$ cat src/rtl/control_cmd_rect.sv
// control_cmd_rect: captures a filled/outlined rectangle command byte-by-byte and
// streams its colour bytes into the framebuffer. Optional macro CMD_RECT_CLIP_EN clips to the panel.
`default_nettype none

module control_cmd_rect #(
    parameter int COL_BITS        = 7,
    parameter int ROW_BITS        = 5,
    parameter int BYTES_PER_PIXEL = 2,
    parameter int PANEL_WIDTH     = 64,
    parameter int PANEL_HEIGHT    = 32,
    localparam int PIX_W          = (BYTES_PER_PIXEL > 1) ? $clog2(BYTES_PER_PIXEL) : 1
) (
    input  logic                clk,
    input  logic                reset,
    input  logic [7:0]          data_in,
    input  logic                enable,
    output logic [ROW_BITS-1:0] row,
    output logic [COL_BITS-1:0] col,
    output logic [PIX_W-1:0]    pixel,
    output logic [7:0]          data_out,
    output logic                ram_write_enable,
    output logic                ram_access_start,
    output logic                ready_for_data,
    output logic                done
);

    localparam int COL_BYTES = (COL_BITS + 7) / 8;
    localparam int CB_W      = 8 * COL_BYTES;
    localparam int CLR_W     = 8 * BYTES_PER_PIXEL;

    localparam logic [COL_BITS:0] COL_ONE  = 1;
    localparam logic [ROW_BITS:0] ROW_ONE  = 1;
    localparam logic [PIX_W-1:0]  PIX_ONE  = 1;
    localparam logic [PIX_W-1:0]  PIX_TOP  = PIX_W'(BYTES_PER_PIXEL - 1);
    localparam logic [2:0]        CB_LAST  = 3'(COL_BYTES - 1);
    localparam logic [2:0]        CLR_LAST = 3'(BYTES_PER_PIXEL - 1);

    typedef enum logic [3:0] {
        S_MODE, S_X1, S_Y1, S_W, S_H, S_COLOR, S_SETUP, S_RUN, S_DONE
    } state_t;

    state_t state, state_next;

    logic [2:0]          cnt;
    logic                outline;
    logic [CB_W-1:0]     x1_raw, w_raw, x1_next, w_next;
    logic [7:0]          y1_raw, h_raw;
    logic [CLR_W-1:0]    colour, colour_next;
    logic [COL_BITS:0]   cur_col;
    logic [ROW_BITS:0]   cur_row;
    logic [PIX_W-1:0]    cur_pix;
    logic                first;

    logic                accept, field_last;
    logic [COL_BITS:0]   x1, wd, right, last_col;
    logic [ROW_BITS:0]   y1, ht, bottom, last_row;
    logic                zero_size, empty, jump_ok;
    logic                interior, skip_jump, row_end, rect_end;
    logic                unused_bits;

    // Multi-byte fields shift in: x1/width little-endian, colour big-endian.
    if (COL_BYTES == 1) begin : g_cb_one
        assign x1_next = data_in;
        assign w_next  = data_in;
    end else begin : g_cb_multi
        assign x1_next = {data_in, x1_raw[CB_W-1:8]};
        assign w_next  = {data_in, w_raw[CB_W-1:8]};
    end

    if (BYTES_PER_PIXEL == 1) begin : g_clr_one
        assign colour_next = data_in;
    end else begin : g_clr_multi
        assign colour_next = {colour[CLR_W-9:0], data_in};
    end

    assign unused_bits = ^{x1_raw, w_raw, y1_raw, h_raw};

    assign x1        = {1'b0, x1_raw[COL_BITS-1:0]};
    assign wd        = {1'b0, w_raw[COL_BITS-1:0]};
    assign y1        = {1'b0, y1_raw[ROW_BITS-1:0]};
    assign ht        = {1'b0, h_raw[ROW_BITS-1:0]};
    assign right     = x1 + wd - COL_ONE;
    assign bottom    = y1 + ht - ROW_ONE;
    assign zero_size = (wd == '0) || (ht == '0);

`ifdef CMD_RECT_CLIP_EN
    localparam logic [COL_BITS:0] PW_C = (COL_BITS + 1)'(PANEL_WIDTH);
    localparam logic [ROW_BITS:0] PH_C = (ROW_BITS + 1)'(PANEL_HEIGHT);

    assign jump_ok  = (right < PW_C);
    assign last_col = jump_ok ? right : (PW_C - COL_ONE);
    assign last_row = (bottom < PH_C) ? bottom : (PH_C - ROW_ONE);
    assign empty    = zero_size || (x1 >= PW_C) || (y1 >= PH_C);
`else
    assign jump_ok  = 1'b1;
    assign last_col = right;
    assign last_row = bottom;
    assign empty    = zero_size;
`endif

    // An interior outline row ends early when its right edge lies off-panel.
    assign interior  = (cur_row != y1) && (cur_row != bottom);
    assign skip_jump = outline && interior && (cur_col == x1);
    assign row_end   = (cur_col == last_col) || (skip_jump && !jump_ok);
    assign rect_end  = (cur_pix == '0) && row_end && (cur_row == last_row);

    assign ready_for_data = (state == S_MODE) || (state == S_X1) || (state == S_Y1) ||
                            (state == S_W) || (state == S_H) || (state == S_COLOR);
    assign accept         = enable && ready_for_data;

    always_comb begin
        field_last = 1'b1;
        case (state)
            S_X1, S_W: field_last = (cnt == CB_LAST);
            S_COLOR:   field_last = (cnt == CLR_LAST);
            default:   field_last = 1'b1;
        endcase
    end

    always_comb begin
        state_next = state;
        case (state)
            S_MODE:  if (accept) state_next = S_X1;
            S_X1:    if (accept && field_last) state_next = S_Y1;
            S_Y1:    if (accept) state_next = S_W;
            S_W:     if (accept && field_last) state_next = S_H;
            S_H:     if (accept) state_next = S_COLOR;
            S_COLOR: if (accept && field_last) state_next = S_SETUP;
            S_SETUP: state_next = empty ? S_DONE : S_RUN;
            S_RUN:   if (rect_end) state_next = S_DONE;
            S_DONE:  state_next = S_MODE;
            default: state_next = S_MODE;
        endcase
    end

    always_ff @(posedge clk) begin
        if (reset || state == S_DONE) begin
            state   <= reset ? S_MODE : state_next;
            cnt     <= '0;
            outline <= 1'b0;
            x1_raw  <= '0;
            w_raw   <= '0;
            y1_raw  <= '0;
            h_raw   <= '0;
            colour  <= '0;
            cur_col <= '0;
            cur_row <= '0;
            cur_pix <= '0;
            first   <= 1'b0;
        end else begin
            state <= state_next;
            if (accept) begin
                cnt <= field_last ? 3'd0 : cnt + 3'd1;
                case (state)
                    S_MODE:  outline <= data_in[0];
                    S_X1:    x1_raw  <= x1_next;
                    S_Y1:    y1_raw  <= data_in;
                    S_W:     w_raw   <= w_next;
                    S_H:     h_raw   <= data_in;
                    S_COLOR: colour  <= colour_next;
                    default: ;
                endcase
            end
            if (state == S_SETUP) begin
                cur_row <= y1;
                cur_col <= x1;
                cur_pix <= PIX_TOP;
                first   <= 1'b1;
            end else if (state == S_RUN) begin
                first <= 1'b0;
                if (cur_pix != '0) begin
                    cur_pix <= cur_pix - PIX_ONE;
                end else begin
                    cur_pix <= PIX_TOP;
                    if (row_end) begin
                        cur_col <= x1;
                        cur_row <= cur_row + ROW_ONE;
                    end else if (skip_jump) begin
                        cur_col <= right;
                    end else begin
                        cur_col <= cur_col + COL_ONE;
                    end
                end
            end
        end
    end

    assign ram_write_enable = (state == S_RUN);
    assign ram_access_start = (state == S_RUN) && first;
    assign done             = (state == S_DONE);
    assign row              = cur_row[ROW_BITS-1:0];
    assign col              = cur_col[COL_BITS-1:0];
    assign pixel            = cur_pix;
    assign data_out         = (state == S_RUN) ? colour[{cur_pix, 3'b000} +: 8] : 8'h00;

endmodule

`default_nettype wire

$ cat config.mk
export PLATFORM = sky130hd
export DESIGN_NAME = control_cmd_rect
export DESIGN_NICKNAME = d
export VERILOG_FILES = /design/src/rtl/control_cmd_rect.sv
export SDC_FILE = /design/constraint.sdc
export NUM_CORES = 1
export LEC_CHECK = 0
export CAP_MARGIN = 20
export CORE_ASPECT_RATIO = 1.75
export CORE_MARGIN = 1.5
export CORE_UTILIZATION = 60
export CTS_BUF_LIST = sky130_fd_sc_hd__clkbuf_4
export DETAILED_ROUTE_END_ITERATION = 12
export PLACE_DENSITY_LB_ADDON = 0.2
export SYNTH_ARGS = -nofsm -noshare
export SYNTH_HDL_FRONTEND = slang
export SYNTH_SLANG_ARGS = --single-unit
$ cat constraint.sdc
create_clock -name clk -period 4.4 [get_ports clk]
set_input_delay 0.44 -clock clk [delete_from_list [all_inputs] [get_ports clk]]
set_output_delay 0.44 -clock clk [all_outputs]
set_load 0.02 [all_outputs]
### Routing congestion map

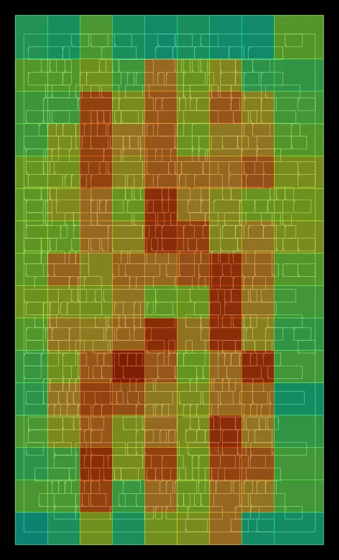
met1 usage in global routing: 0.306
Top Usage Layer GRT: met2

### The metal 1 layer

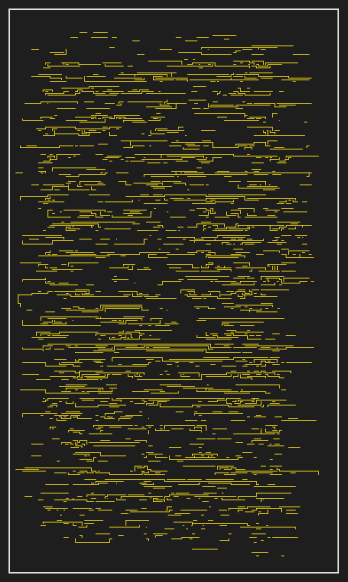
longest straight run	32.7 um
share of all routed wire	41%

==> impl_metrics.xml <==
<?xml version="1.0" encoding="UTF-8"?>
<metrics>
  <group name="critical_path">
    <metric name="path_class" unit="">reg -&gt; reg</metric>
    <metric name="worstPathRequired" unit="ns">4.72</metric>
  </group>
  <group name="cells_and_area">
    <metric name="comb_area" unit="um^2">2460</metric>
    <metric name="clkCellAreaFrac" unit="">0.0398</metric>
    <metric name="drive_gt1_frac" unit="">0.0470</metric>
    <metric name="count_of_clock_net_buffers_in_the_final_layout" unit="">10</metric>
    <metric name="layout.non_clock_inverters" unit="">53</metric>
    <metric name="buffer_area_frac" unit="">0.0796</metric>
    <metric name="seq-cell-share" unit="">0.279</metric>
    <metric name="combAreaFraction" unit="">0.536</metric>
    <metric name="regArea" unit="um^2">1280</metric>
    <metric name="layout.cells.non_filler" unit="">614</metric>
  </group>
  <group name="synthesis">
    <metric name="yosys_warnings" unit="">0</metric>
    <metric name="netlist_instances" unit="">518</metric>
    <metric name="synth_sequential_area_ratio" unit="">0.310</metric>
    <metric name="synth.avg_cell_area" unit="um^2">7.98</metric>
  </group>
  <group name="sta">
    <metric name="rsz_0062_raised_after_global_routing" unit="">false</metric>
    <metric name="worst_max_slew_pin_slew" unit="ns">0.855</metric>
    <metric name="period_utilization" unit="">0.826</metric>
    <metric name="final.setup.tns" unit="ns">0</metric>
    <metric name="timing_max_transition_violations_final" unit="">0</metric>
  </group>
  <group name="floorplanning">
    <metric name="die_area" unit="um^2">7410</metric>
    <metric name="num_rows" unit="">39</metric>
  </group>
  <group name="status">
    <metric name="status" unit="">finished clean</metric>
  </group>
  <group name="placement">
    <metric name="detailed_placement_wirelength_estimate" unit="um">6980</metric>
    <metric name="placement.io_buffers" unit="">35</metric>
  </group>
  <group name="clock_network">
    <metric name="worst_setup_hold_path_clk_slew" unit="ns">0.11</metric>
    <metric name="post_cts.resized_instances" unit="">0</metric>
    <metric name="clk_ins_delay_skew_pair" unit="ns">0.41</metric>
  </group>
  <group name="route">
    <metric name="drt_first_iter_violations" unit="">261</metric>
  </group>
  <group name="pwr">
    <metric name="p_leak" unit="nW">1.82</metric>
  </group>
</metrics>
cell families (layout without fill, tap and decap cells):
logic type,after synthesis,after routing,synth area share
XOR/XNOR,40,40,0.0918
adder cells (fa/ha/maj),29,29,0.0915
flip-flops,64,64,0.310
multiplexers,35,35,0.0848
AND/OR/NAND/NOR,173,173,0.194
buffers and inverters,92,106,0.0960
AND-OR/OR-AND,85,85,0.132
stage by stage:
step / setup slack (ns) / hold WS (ns) / cell area, um^2
after global placement: 0.921 / 0.441 / 4410
after detailed placement: 0.794 / 0.447 / 4410
after global routing: 0.525 / 0.493 / 4590
final: 0.766 / 0.464 / 4590
after floorplan: 1.16 / 0.436 / 4130
after CTS: 0.774 / 0.463 / 4590
worst max-delay path, stage by stage, from the launching register on:
cell and delay (ns):
dfxtp_1 0.40, inv_1 0.06, ha_1 0.27, inv_1 0.04, ha_1 0.21, fa_1 0.43
a211oi_1 0.38, or2_2 0.20, and4b_1 0.22, nor3_1 0.09, or4b_1 0.68, or3_1 0.37
a31oi_1 0.21
final timing paths:
kind                            from                      end  slack (ns)  depth (start not counted)
min reg2reg  colour[11]$_SDFFE_PN0P_  colour[11]$_SDFFE_PN0P_        0.46                          2
max reg2reg   x1_raw[1]$_SDFFE_PN0P_  cur_row[2]$_SDFFE_PN0P_        0.77                         12
min          colour[11]$_SDFFE_PN0P_  colour[11]$_SDFFE_PN0P_        0.46                          2
max           x1_raw[1]$_SDFFE_PN0P_  cur_row[2]$_SDFFE_PN0P_        0.77                         12
placed cells by master, fill, tap and decap left out, types with 3 or more instances in the layout:
master           instances
a31oi_1                  4
clkdlybuf4s50_1         35
nor2_1                  54
inv_1                   53
nor2b_1                  4
o22ai_1                  4
or3_1                    4
nand4_1                  4
o21ai_0                  9
ha_1                    27
bufinv_16                3
a221o_1                  7
and3_1                   5
nand2_1                 53
nand3_1                 22
a21o_1                   3
nor3_1                   7
dfxtp_1                 64
mux2i_1                 35
clkbuf_4                10
xnor2_1                 23
a211oi_1                 8
xor2_1                  14
nand2b_1                 4
a21oi_1                 36
or2_2                    3
state kept, by name, summed over array words and instances (netlist names):
register,flops
cnt,3
colour,16
cur_col,8
cur_row,6
first,1
h_raw,5
outline,1
pixel,1
state,4
w_raw,7
x1_raw,7
y1_raw,5
routing by layer:
metal  vias to the layer above  global-route usage  wire (um)
li1                       1764                   -          -
met1                      1651               0.306       3730
met2                        91               0.471       4770
met3                        19              0.0507        323
met4                         0               0.121        357
met5                         -                   0          0
power by group:
group	switching (mW)	internal [mW]	total (mW)
clock network	0.218	0.292	0.510
registers	0.0195	0.590	0.610
logic	0.104	0.0870	0.191
synth_stat cells, types with 5 or more instances:
master,count,area (um^2)
o21ai_0,9,45.0
a221o_1,7,70.1
nor2_1,54,203
ha_1,27,338
inv_1,53,199
dfxtp_1,64,1280
buf_4,12,90.1
a211oi_1,8,60.1
nor3_1,7,35.0
xor2_1,14,123
nand2_1,53,199
a21oi_1,36,180
xnor2_1,23,201
mux2i_1,35,350
clkbuf_1,21,78.8
nand3_1,22,110
and3_1,5,31.3
Power is estimated from default activity; no workload was simulated.
